### config.mk
export PLATFORM = sky130hd
export DESIGN_NAME = fetch_queue_flat
export DESIGN_NICKNAME = d
export VERILOG_FILES = /design/src/rtl/cpu_pkg.sv /design/src/rtl/fetch_queue_if.sv /design/src/rtl/fetch_queue_sync_fifo.sv /design/src/rtl/fetch_queue.sv /design/src/flat_wrapper.sv
export SDC_FILE = /design/constraint.sdc
export NUM_CORES = 1
export LEC_CHECK = 0
export ABC_AREA = 1
export CAP_MARGIN = 15
export CORE_AREA = 2 2 142 144
export DETAILED_ROUTE_END_ITERATION = 6
export DIE_AREA = 0 0 144 146
export GPL_TIMING_DRIVEN = 0
export MAX_ROUTING_LAYER = met4
export PLACE_DENSITY = 0.84
export SETUP_SLACK_MARGIN = 0.3
export SYNTH_ARGS = -nofsm -noshare
export SYNTH_HDL_FRONTEND = slang
export SYNTH_SLANG_ARGS = --single-unit
export TNS_END_PERCENT = 100
### constraint.sdc
create_clock -name clk -period 8.62 [get_ports clk]
set_input_delay 1.724 -clock clk [delete_from_list [all_inputs] [get_ports clk]]
set_output_delay 1.724 -clock clk [all_outputs]
set_load 0.02 [all_outputs]
### src/rtl/cpu_pkg.sv
// ============================================================================
// Module : cpu_pkg
// Brief  : Shared widths and fetch-entry type for the fetch stage.
// Rev    : 1.0
// ============================================================================
`default_nettype none

package cpu_pkg;

    localparam int INSTR_W = 32;
    localparam int PC_W    = 32;

    typedef struct packed {
        logic [PC_W-1:0]    pc;
        logic [INSTR_W-1:0] instr;
    } fetch_entry_t;

    // Width of an occupancy counter able to hold the value `depth` itself.
    function automatic int cnt_width(input int depth);
        return $clog2(depth) + 1;
    endfunction

endpackage

`default_nettype wire

### src/rtl/fetch_queue_if.sv
// ============================================================================
// Module : fetch_queue_if
// Brief  : PC, instruction-memory and decode handshake bundle of fetch_queue.
// Rev    : 1.0
// ============================================================================
`default_nettype none

interface fetch_queue_if
    import cpu_pkg::*;
#(
    parameter int DEPTH  = 4,
    parameter int ADDR_W = 12,
    parameter int DATA_W = 32
);

    localparam int CNT_W = cnt_width(DEPTH);

    logic [PC_W-1:0]   pc_q;
    logic              pc_en;
    logic              redirect;
    logic [ADDR_W-1:0] imem_addr;
    logic              imem_rden;
    logic [DATA_W-1:0] imem_q;
    logic              out_valid;
    logic              out_ready;
    logic [DATA_W-1:0] out_instr;
    logic [PC_W-1:0]   out_pc;
    logic [CNT_W-1:0]  occupancy;

    modport master (
        input  pc_q, redirect, imem_q, out_ready,
        output pc_en, imem_addr, imem_rden, out_valid, out_instr, out_pc, occupancy
    );

    modport slave (
        output pc_q, redirect, imem_q, out_ready,
        input  pc_en, imem_addr, imem_rden, out_valid, out_instr, out_pc, occupancy
    );

endinterface

`default_nettype wire

### src/rtl/fetch_queue_sync_fifo.sv
// ============================================================================
// Module : sync_fifo
// Brief  : Power-of-two FIFO with flush, occupancy count and head read port.
// Rev    : 1.0
// ============================================================================
`default_nettype none

module sync_fifo #(
    parameter int DEPTH = 4,
    parameter int WIDTH = 64
) (
    input  wire logic                   clk,
    input  wire logic                   rst,
    input  wire logic                   push,
    input  wire logic                   pop,
    input  wire logic                   flush,
    input  wire logic [WIDTH-1:0]       wr_data,
    output logic      [WIDTH-1:0]       head,
    output logic      [$clog2(DEPTH):0] count
);

    localparam int PTR_W = $clog2(DEPTH);

    logic [WIDTH-1:0] mem [DEPTH];
    logic [PTR_W-1:0] rd_ptr;
    logic [PTR_W-1:0] wr_ptr;
    logic [PTR_W:0]   cnt;
    logic             do_push;
    logic             do_pop;

    // Flush takes priority over any same-cycle push or pop.
    assign do_push = push && !flush;
    assign do_pop  = pop && !flush && (cnt != '0);

    always_ff @(posedge clk or negedge rst) begin
        if (!rst) begin
            rd_ptr <= '0;
            wr_ptr <= '0;
            cnt    <= '0;
        end else if (flush) begin
            rd_ptr <= '0;
            wr_ptr <= '0;
            cnt    <= '0;
        end else begin
            if (do_push) begin
                wr_ptr <= wr_ptr + 1'b1;
            end
            if (do_pop) begin
                rd_ptr <= rd_ptr + 1'b1;
            end
            case ({do_push, do_pop})
                2'b10:   cnt <= cnt + 1'b1;
                2'b01:   cnt <= cnt - 1'b1;
                default: cnt <= cnt;
            endcase
        end
    end

    always_ff @(posedge clk) begin
        if (do_push) begin
            mem[wr_ptr] <= wr_data;
        end
    end

    assign head  = mem[rd_ptr];
    assign count = cnt;

endmodule

`default_nettype wire

### src/rtl/fetch_queue.sv
// ============================================================================
// Module : fetch_queue
// Brief  : Credit-based instruction fetch with 1-cycle imem and decode FIFO.
// Rev    : 1.0
// ============================================================================
`default_nettype none

module fetch_queue
    import cpu_pkg::*;
#(
    parameter int DEPTH  = 4,
    parameter int ADDR_W = 12,
    parameter int DATA_W = 32
) (
    input  wire logic      clk,
    input  wire logic      rst,
    fetch_queue_if.master  bus
);

    localparam int               CNT_W    = cnt_width(DEPTH);
    localparam int               ENTRY_W  = PC_W + DATA_W;
    localparam logic [CNT_W:0]   FULL_LVL = (CNT_W + 1)'(DEPTH);

    logic                 inflight;
    logic [PC_W-1:0]      inflight_pc;
    logic [CNT_W-1:0]     count;
    logic [CNT_W:0]       used;
    logic                 issue;
    logic                 push;
    logic                 pop;
    logic                 valid;
    logic [ENTRY_W-1:0]   head;

    // Outstanding reads reserve a slot, so a response always finds room.
    assign used  = {1'b0, count} + {{CNT_W{1'b0}}, inflight};
    assign issue = rst && !bus.redirect && (used < FULL_LVL);

    always_ff @(posedge clk or negedge rst) begin
        if (!rst) begin
            inflight    <= 1'b0;
            inflight_pc <= '0;
        end else begin
            inflight    <= issue;
            inflight_pc <= bus.pc_q;
        end
    end

    assign push  = inflight && !bus.redirect;
    assign valid = rst && (count != '0) && !bus.redirect;
    assign pop   = valid && bus.out_ready;

    sync_fifo #(
        .DEPTH (DEPTH),
        .WIDTH (ENTRY_W)
    ) u_fifo (
        .clk     (clk),
        .rst     (rst),
        .push    (push),
        .pop     (pop),
        .flush   (bus.redirect),
        .wr_data ({inflight_pc, bus.imem_q}),
        .head    (head),
        .count   (count)
    );

    assign bus.imem_addr = bus.pc_q[ADDR_W-1:0];
    assign bus.imem_rden = issue;
    assign bus.pc_en     = issue || (rst && bus.redirect);
    assign bus.out_valid = valid;
    assign bus.out_instr = (count != '0) ? head[DATA_W-1:0] : '0;
    assign bus.out_pc    = (count != '0) ? head[ENTRY_W-1:DATA_W] : '0;
    assign bus.occupancy = count;

endmodule

`default_nettype wire

### src/flat_wrapper.sv
// flat-port wrapper written by rule: the top's interface ports become plain ports
module fetch_queue_flat import cpu_pkg::*;
#(
    parameter int DEPTH  = 4,
    parameter int ADDR_W = 12,
    parameter int DATA_W = 32
)
  (clk, rst, bus_pc_q, bus_redirect, bus_imem_q, bus_out_ready, bus_pc_en, bus_imem_addr, bus_imem_rden, bus_out_valid, bus_out_instr, bus_out_pc, bus_occupancy);
  fetch_queue_if #(.DEPTH(DEPTH), .ADDR_W(ADDR_W), .DATA_W(DATA_W)) bus_i ();
  input  wire logic clk;
  input  wire logic rst;
  input wire logic [$bits(bus_i.pc_q)-1:0] bus_pc_q;
  input wire logic [$bits(bus_i.redirect)-1:0] bus_redirect;
  input wire logic [$bits(bus_i.imem_q)-1:0] bus_imem_q;
  input wire logic [$bits(bus_i.out_ready)-1:0] bus_out_ready;
  output wire logic [$bits(bus_i.pc_en)-1:0] bus_pc_en;
  output wire logic [$bits(bus_i.imem_addr)-1:0] bus_imem_addr;
  output wire logic [$bits(bus_i.imem_rden)-1:0] bus_imem_rden;
  output wire logic [$bits(bus_i.out_valid)-1:0] bus_out_valid;
  output wire logic [$bits(bus_i.out_instr)-1:0] bus_out_instr;
  output wire logic [$bits(bus_i.out_pc)-1:0] bus_out_pc;
  output wire logic [$bits(bus_i.occupancy)-1:0] bus_occupancy;
  assign bus_i.pc_q = bus_pc_q;
  assign bus_i.redirect = bus_redirect;
  assign bus_i.imem_q = bus_imem_q;
  assign bus_i.out_ready = bus_out_ready;
  assign bus_pc_en = bus_i.pc_en;
  assign bus_imem_addr = bus_i.imem_addr;
  assign bus_imem_rden = bus_i.imem_rden;
  assign bus_out_valid = bus_i.out_valid;
  assign bus_out_instr = bus_i.out_instr;
  assign bus_out_pc = bus_i.out_pc;
  assign bus_occupancy = bus_i.occupancy;
  fetch_queue #(.DEPTH(DEPTH), .ADDR_W(ADDR_W), .DATA_W(DATA_W)) u_core (.clk(clk), .rst(rst), .bus(bus_i));
endmodule
Fig. 1: wires at chosen ports, followed through buffers
Scale: 2 px per um.
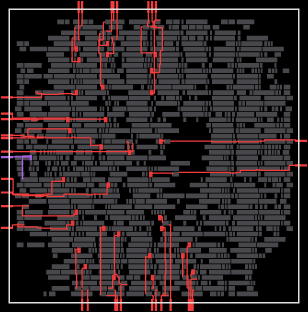
purple -> bus_imem_rden  # bits 1, direction output, end cells 1, buffers 1, wire 25.2 um
red -> bus_out_pc  # bits 32, direction output, end cells 32, buffers 32, wire 1210 um

Fig. 2: routing congestion map
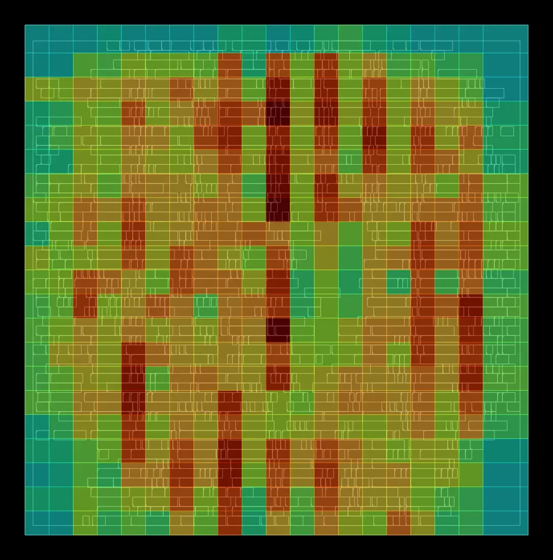
GR peak layer: met2
DR WL/cell: 18.5 um
M2 GR Usage: 0.389

Fig. 3: met4 routing
Scale: 2 px per um. Supply wires on this layer in grey.
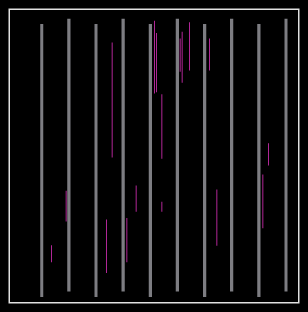
wire length on this layer = 390 um
nets with wire on the layer = 14

==> run summary <==
flow finished, numbers: status=finished clean, post-route DRC violation count=0, tool warnings=29, vias in the first global route=between 7000 and 8000, Gate Area=~2200 sq um, Async SR Flop Fraction=0.135, CORE AREA=between 15000 and 20000 sq um, WP buf/inv=2, biggest area consumer among synthesized cells=edfxtp_1, Basic Gates by Area=0.100, Max VDD drop=~190 uV, Stages on worst setup path=5, crit-path max FO=7, Post-synth regs=slightly below 300, comb_multi_in=slightly below 500, hold slack=approximately 0.48 ns, Top cells excl fill/tap=258 x nor2_1, 256 x edfxtp_1, 148 x clkdlybuf4s50_1, 132 x o21ai_0, 66 x a21oi_1, largest net degree at the start of global routing=32, DR WL met3=around 2.2 mm, grt met1 use=0.324, sequential power share=0.525, total power=between 3 and 4 mW, most common logic cell in the routed design=nor2_1, top cells by count=262 x nor2_1, 256 x edfxtp_1, 132 x o21ai_0, R2R cell count=6, final period utilization=0.595, CP cell instances=clkdlybuf4s50_1 > nor2_4 > nand3b_1 > o21ai_0 > clkdlybuf4s50_1, Resized Gates After CTS=0, Adder Area Share=0.00622, Biggest register=u_core.u_fifo.mem, antenna violations before repair=0, nets@finish=~1100, Startpoint Class=input pin, setup TNS=0 ns, Max Fclk=0.195 GHz, Initial Util=0.583, Hold Crit Endpoint=u_core.u_fifo.mem[1][59]$_DFFE_PP_, Comb/total area=0.158, ys cells=a little under 900, drt first pass iters=5, Clk Latency, worst-skew pair=between 0.5 and 0.6 ns, Rel. slew slack=0.462, DR iter-0 viols=a little over 700, biggest area cells=edfxtp_1 68%, dfrtp_1 8.9%, nor2_1 8.7%, Sequential cell area=roughly 8700 sq um, DR vias=~7300, Placer Congestion=a little under 0.8, antenna cell count=0, xor/xnor share=0.000777, area fraction in mux cells=0, Die Y=146 um, max reg flops=~260, Hold Path Depth=0, ao+oa area frac=0.0895, Power Sequential=1.60 mW, die width=between 100 and 150 um, most used cell, CP=clkdlybuf4s50_1, met3 Use GR=0.0395, clk pwr=approximately 1.2 mW, Post-synth EDFFs=between 200 and 300, CTS H-tree depth=1, end of the worst register-to-register path=u_core.u_fifo.mem[1][15]$_DFFE_PP_, CP Capture Type=primary output, fin crit period=slightly above 5 ns, drt total wl=between 20 and 25 mm, yosys stat area=11300 sq um, Synth top area share=0.682, grt total ovfl=0, Max Slew Vio Count=0, average size of a mapped cell=13.0 sq um, clock share of power=0.397, final instance area=14200 sq um, maxcap violations=0, placed cells=1289, Fin. Hold Viols=0, CTS Sinks=about 300, Syn Nets=~940, worst min-delay path class=reg -> reg, GR Util All Layers=0.241, io pins=around 150, switching portion of total power=0.208, met1 WL=around 9.7 mm, synthesis-to-finish area growth=26.3%
Fig. 4: local utilization
Scale: 2 px per um. 14 x 15 tiles, from dark blue (low) to red (high), 0 to 100% covered.
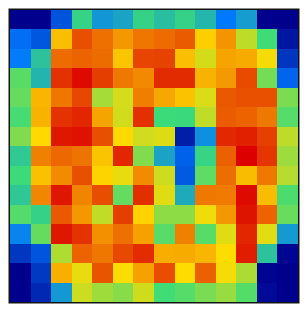
tiles over 75% full = 50%
fullest tile = 100%
nearly empty tiles = 4.8%
mean over tiles = 66%

Fig. 5: clock distribution
Scale: 2 px per um.
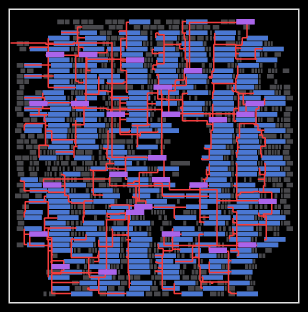
blue -> flip-flops  # count 296
purple -> cells driving clock nets  # count 27
red -> clock wires  # length 2850 um
flops lie = spread over the die

No activity file was given, so power comes from the tool's default toggle rates.
